==> config.mk <==
export PLATFORM = sky130hd
export DESIGN_NAME = uart_rx
export DESIGN_NICKNAME = d
export VERILOG_FILES = /design/src/rtl/uart_pkg.sv /design/src/rtl/dff_en.sv /design/src/rtl/rx_sync.sv /design/src/rtl/uart_rx.sv
export SDC_FILE = /design/constraint.sdc
export NUM_CORES = 1
export LEC_CHECK = 0
export CORE_ASPECT_RATIO = 0.5
export CORE_UTILIZATION = 30
export CTS_BUF_LIST = sky130_fd_sc_hd__clkbuf_8
export CTS_CLUSTER_DIAMETER = 50
export DETAILED_ROUTE_END_ITERATION = 16
export GPL_TIMING_DRIVEN = 0
export SKIP_LAST_GASP = 1
export SLEW_MARGIN = 30
export SYNTH_ARGS = -nofsm -noshare
export SYNTH_HDL_FRONTEND = slang
export SYNTH_SLANG_ARGS = --single-unit
export TNS_END_PERCENT = 5
==> constraint.sdc <==
create_clock -name clk -period 2.3 [get_ports clk]
set_input_delay 0.575 -clock clk [delete_from_list [all_inputs] [get_ports clk]]
set_output_delay 0.575 -clock clk [all_outputs]
set_load 0.005 [all_outputs]
### Metal 2, run 1

(2 px per um)
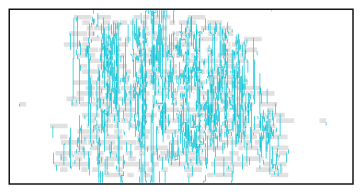
share of all routed wire: 43%
longest straight run: 40.1 um
wire length on this layer: 5250 um
nets with wire on the layer: 454
main direction: vertical
total via count in the routed design: 3723
total wire length: 12100 um

### Signal wires on met4, run 1

(3 px per um) Supply wires on this layer in gray.
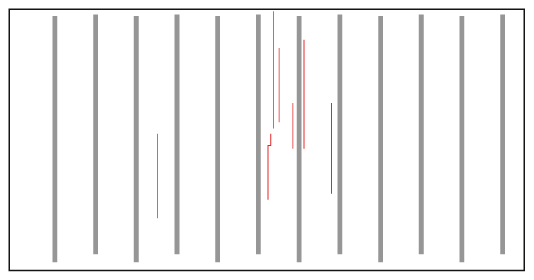
wire length on this layer: 195 um
longest straight run: 38.8 um
share of all routed wire: 1.6%
main direction: vertical

### Met1 routing, run 1

(3 px per um) Supply wires on this layer in gray.
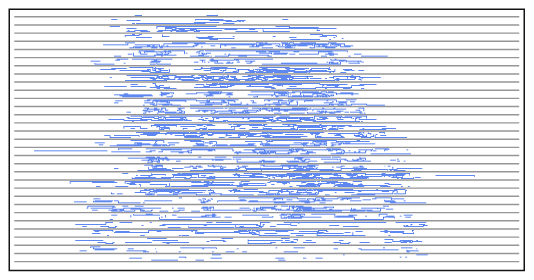
nets with wire on the layer: 497
longest straight run: 53.8 um
M1 GR Usage: 25.4%

==> out/results.env, run 1 <==
RUN_STATUS='finished clean'
SYNTH-CELLS-YOSYS=433
FINAL_LAYOUT_SIZE_SUFFIX_GT1_SHARE_PCT=24.9
PLACE_INST=659
CTS_HTREE_LEVELS=3
MAX-CLOCK-PATH-BUFFERS=2
GRT_UTIL_ALL_LAYERS_PCT=16.9
SYNTHESIS.AREA_PER_INSTANCE_SQ_UM=9.91
DIEAREA_SQ_MM=0.0148
TIGHTESTPINTRANSITION_PS=614
HP-CLASS='reg -> reg'
ASYNCSETRESETFLOPFRACSYNTH_PCT=100
CRITICAL_PATH_PEAK_FANOUT=7
GRT_PASS1_VIAS=3485
NUMBER_OF_RESIZED_INSTANCES_IN_THE_POST_CTS_REPAIR_STEP=37
WORST_PATH_LARGEST_CELL_DELAY_PS=590
FINISH.CELL_COUNT_WITHOUT_FILLERS=695
GRT_PASS1_WL_UM=19100
FLOW.AREA_GROWTH_FROM_SYNTHESIS_PCT=27.8
FLOORPLAN.CORE_AREA_SQ_MM=0.0137
TNS_PS=0
GRT_ANTENNA_BEFORE_REPAIR=0
GR-TOTAL-OVERFLOW=0
CTS.SINKS=68
RELSLEWSLACK_PCT=59.1
POWER_mW=5.54
VIASPERCELL=5.36
SYNTHFLOPTYPE='sky130_fd_sc_hd__dfrtp_1'
POWER_DENSITY_mW_PER_MM2=1010
ENABLE_FLOP_CELLS=0
DRV_SLEW=0
SEQUENTIAL_CELL_AREA_SQ_MM=0.00171
R2R_SLACK_PS=10
BUFFER_COUNT_FROM_POST_CTS_SETUP_FIXING=7
CTS-ROOT-BUF='sky130_fd_sc_hd__clkbuf_8'
INITIALDRTVIOLATIONCOUNT=427
==> run 1: critical path, delay by kind of cell, from the launching register on <==
kind / cells / cell delay [ps]
compound gates: 2 / 440
xor+xnor: 1 / 230
buf+inv: 1 / 190
flops: 1 / 360
simple gates: 3 / 950
==> run 1: layout make-up <==
| class | instances | share of cell area [%] |
|---|---|---|
| buffer | 18 | 2.01 |
| clock buffer | 10 | 2.51 |
| clock inverter | 6 | 0.593 |
| inverter | 16 | 1.14 |
| multi-input combinational | 331 | 49.1 |
| sequential | 68 | 31.1 |
| tap | 192 | 4.38 |
| timing repair buffer | 54 | 9.14 |
==> run 1: cell families after synthesis <==
family / after synthesis / synth area share (%)
AOI/OAI and AO/OA: 85 / 14.8
muxes: 36 / 9.36
DFF: 68 / 39.7
xor gates and xnor gates: 42 / 8.57
adders and majority gates: 12 / 3.50
and+or+nand+nor: 155 / 20.1
buffers and inverters: 35 / 3.91
==> run 1: layer usage <==
layer  GRT usage [%]  vias up  part of all wire, %
met5               0        -                    0
met4            4.63        0                  1.6
met3            3.33       15                  6.1
met2            24.1      108                   43
met1            25.4     1854                   49
li1                -     1746                    -
==> run 1: report_power, final <==
part	leakage, nW	internal [mW]	switching [mW]	total (mW)
clock network	0.0907	0.409	0.475	0.884
registers	0.857	1.56	0.573	2.13
logic	1.21	1.19	1.34	2.53
total	2.15	3.16	2.39	5.54
==> run 1: cell usage in the layout (no fill, tap or decap), types with 4 or more instances in the layout <==
master                             n
sky130_fd_sc_hd__xnor2_1          24
sky130_fd_sc_hd__dlymetal6s2s_1    4
sky130_fd_sc_hd__nor3_1           13
sky130_fd_sc_hd__nand2_1          29
sky130_fd_sc_hd__ha_1             10
sky130_fd_sc_hd__nor2b_1           4
sky130_fd_sc_hd__dfrtp_1          65
sky130_fd_sc_hd__mux2_2           33
sky130_fd_sc_hd__o22a_1            7
sky130_fd_sc_hd__nor3_2            4
sky130_fd_sc_hd__a31oi_1           4
sky130_fd_sc_hd__clkbuf_8         10
sky130_fd_sc_hd__o21ai_0          20
sky130_fd_sc_hd__a2bb2oi_1         4
sky130_fd_sc_hd__nor4_1            5
sky130_fd_sc_hd__or3_1             6
sky130_fd_sc_hd__clkdlybuf4s50_1  22
sky130_fd_sc_hd__buf_4            20
sky130_fd_sc_hd__clkbuf_1          6
sky130_fd_sc_hd__inv_1            17
sky130_fd_sc_hd__buf_6             4
sky130_fd_sc_hd__a221o_1           6
sky130_fd_sc_hd__buf_2             4
sky130_fd_sc_hd__nand3_1          15
sky130_fd_sc_hd__dlygate4sd2_1     7
sky130_fd_sc_hd__o22ai_1           8
sky130_fd_sc_hd__nand4_1           9
sky130_fd_sc_hd__nor4_4           10
sky130_fd_sc_hd__nor2_1           25
sky130_fd_sc_hd__or4_1             6
sky130_fd_sc_hd__a21oi_1           9
sky130_fd_sc_hd__xor2_1           17
==> run 1: per-stage QoR <==
stage	worst slack [ps]	utilization [%]
2_1_floorplan	18.5	-
3_3_place_gp	-1290	35.4
3_5_place_dp	-1070	35.6
4_1_cts	-23.6	38.5
5_1_grt	-110	39.9
6_report	9.78	39.9
### Signal wires on met3, run 1

(3 px per um)
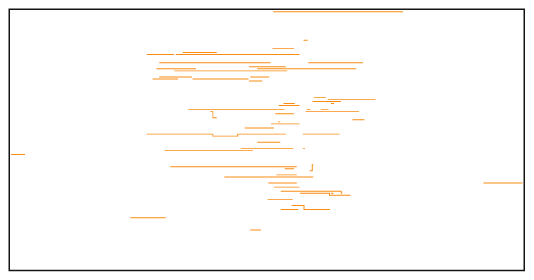

==> run 2: changes to the inputs <==
--- a/config.mk
+++ b/config.mk
@@ -10,7 +10,6 @@
 export CTS_BUF_LIST = sky130_fd_sc_hd__clkbuf_8
 export CTS_CLUSTER_DIAMETER = 50
 export DETAILED_ROUTE_END_ITERATION = 16
-export GPL_TIMING_DRIVEN = 0
 export SKIP_LAST_GASP = 1
 export SLEW_MARGIN = 30
 export SYNTH_ARGS = -nofsm -noshare
### Signal wires on met3, run 2

(3 px per um)
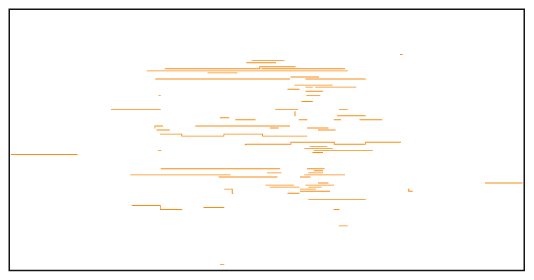
main direction: horizontal
longest straight run: 66.7 um
wire length on this layer: 811 um
nets with wire on the layer: 50
share of all routed wire: 6.7%
total via count in the routed design: 3876
total wire length: 12200 um

==> run 2 against run 1 <==
Sequential share of layout area shrank 0.99 points. Routed wire length grew 0.40%. Core utilization increased by 1.3 points.
==> out/results.env, run 2 <==
RUN_STATUS='finished clean'
FLOORPLAN.CORE_AREA_SQ_MM=0.0137  # unchanged
SYNTHESIS.AREA_PER_INSTANCE_SQ_UM=9.91  # unchanged
GRT_PASS1_VIAS=3669  # +5.3%
FINAL_LAYOUT_TOP_LOGIC_CELLS='sky130_fd_sc_hd__buf_4 (83), sky130_fd_sc_hd__dfrtp_1 (65), sky130_fd_sc_hd__mux2_2 (33), sky130_fd_sc_hd__clkdlybuf4s50_1 (33), sky130_fd_sc_hd__nand2_1 (30)'
WORST_PATH_LARGEST_CELL_DELAY_PS=500  # -90 ps
HP-CLASS='reg -> reg'
GRT_UTIL_ALL_LAYERS_PCT=17.5  # +0.60 points
SYNTHFLOPTYPE='sky130_fd_sc_hd__dfrtp_1'
FIN_UTIL_PCT=41.3  # +1.3 points
POWER_DENSITY_mW_PER_MM2=980  # -3.1%
ENABLE_FLOP_CELLS=0  # unchanged
INITIALDRTVIOLATIONCOUNT=368  # -14%
GRT_ANTENNA_BEFORE_REPAIR=0  # unchanged
PLACE_WORST_SETUP_SLACK_PS=-395  # +674 ps
COMB_POWER_SHARE_PCT=48.2  # +2.6 points
VIASPERCELL=5.22  # -2.5%
POWER_FRAC_SEQ_PCT=35.1  # -3.3 points
P_CLK_SHARE_PCT=16.7  # +0.8 points
TOP_USAGE_LAYER='met2'
GR-TOTAL-OVERFLOW=0  # unchanged
### Metal 2, run 2

(2 px per um)
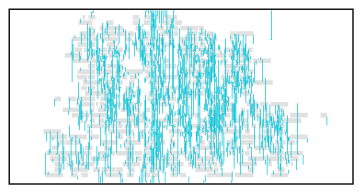
GRT met2 Usage: 25.7%

run 2: netlist changes by cell type in the layout (fill, tap and decap cells not counted), moves of 6 or more:
cell and change:
sky130_fd_sc_hd__clkdlybuf4s50_1 +11, sky130_fd_sc_hd__buf_4 +63, sky130_fd_sc_hd__clkbuf_1 -6, sky130_fd_sc_hd__nor4_4 -9, sky130_fd_sc_hd__nor4_1 +6, sky130_fd_sc_hd__dlygate4sd2_1 -7
run 2: per-stage QoR:
stage | power (mW) | setup TNS (ps)
after floorplan | 3.55 | 0
after global placement | 4.53 | -5020
after detailed placement | 4.58 | -5570
after CTS | 5.53 | -17.2
after global routing | 5.92 | -841
final | 5.55 | 0
run 2: routing by layer:
| layer | routed length [um] | up-vias |
|---|---|---|
| li1 | - | 1844 |
| met1 | 6000 | 1889 |
| met2 | 5200 | 127 |
| met3 | 811 | 16 |
| met4 | 155 | 0 |
| met5 | 0 | - |
run 2: power groups by stage:
stage	registers [mW]	clock network [mW]	logic, mW
2_1_floorplan	1.92	0	1.62
3_3_place_gp	1.96	0	2.58
3_5_place_dp	1.97	0	2.61
4_1_cts	1.95	0.953	2.63
5_1_grt	2.01	1.01	2.90
6_report	1.95	0.928	2.67
run 2: final cells by class:
cell class	count	area, sq um
flip-flops and latches	68	1710
clock buffers	9	124
repair buffers	120	1030
multi-input cells	330	2450
clock inverters	7	56.3
fillers	1325	8070
well taps	192	240
inverters	16	60.1
run 2: worst max-delay path, delay by kind of cell:
kind / cells / cell delay (ps)
buf+inv: 2 / 670
xor+xnor: 1 / 160
compound gates: 2 / 320
simple gates: 3 / 800
run 2: kinds of logic (layout without fill, tap and decap cells):
group	Yosys count	in the layout	share of synthesized area, %
buf+inv	35	152	3.91
compound gates	85	85	14.8
xor+xnor	42	42	8.57
simple gates	155	155	20.1
fa+ha+maj	12	12	3.50
flops	68	68	39.7
mux	36	36	9.36
Power figures rest on the tool's default switching activity, not on a simulated workload.
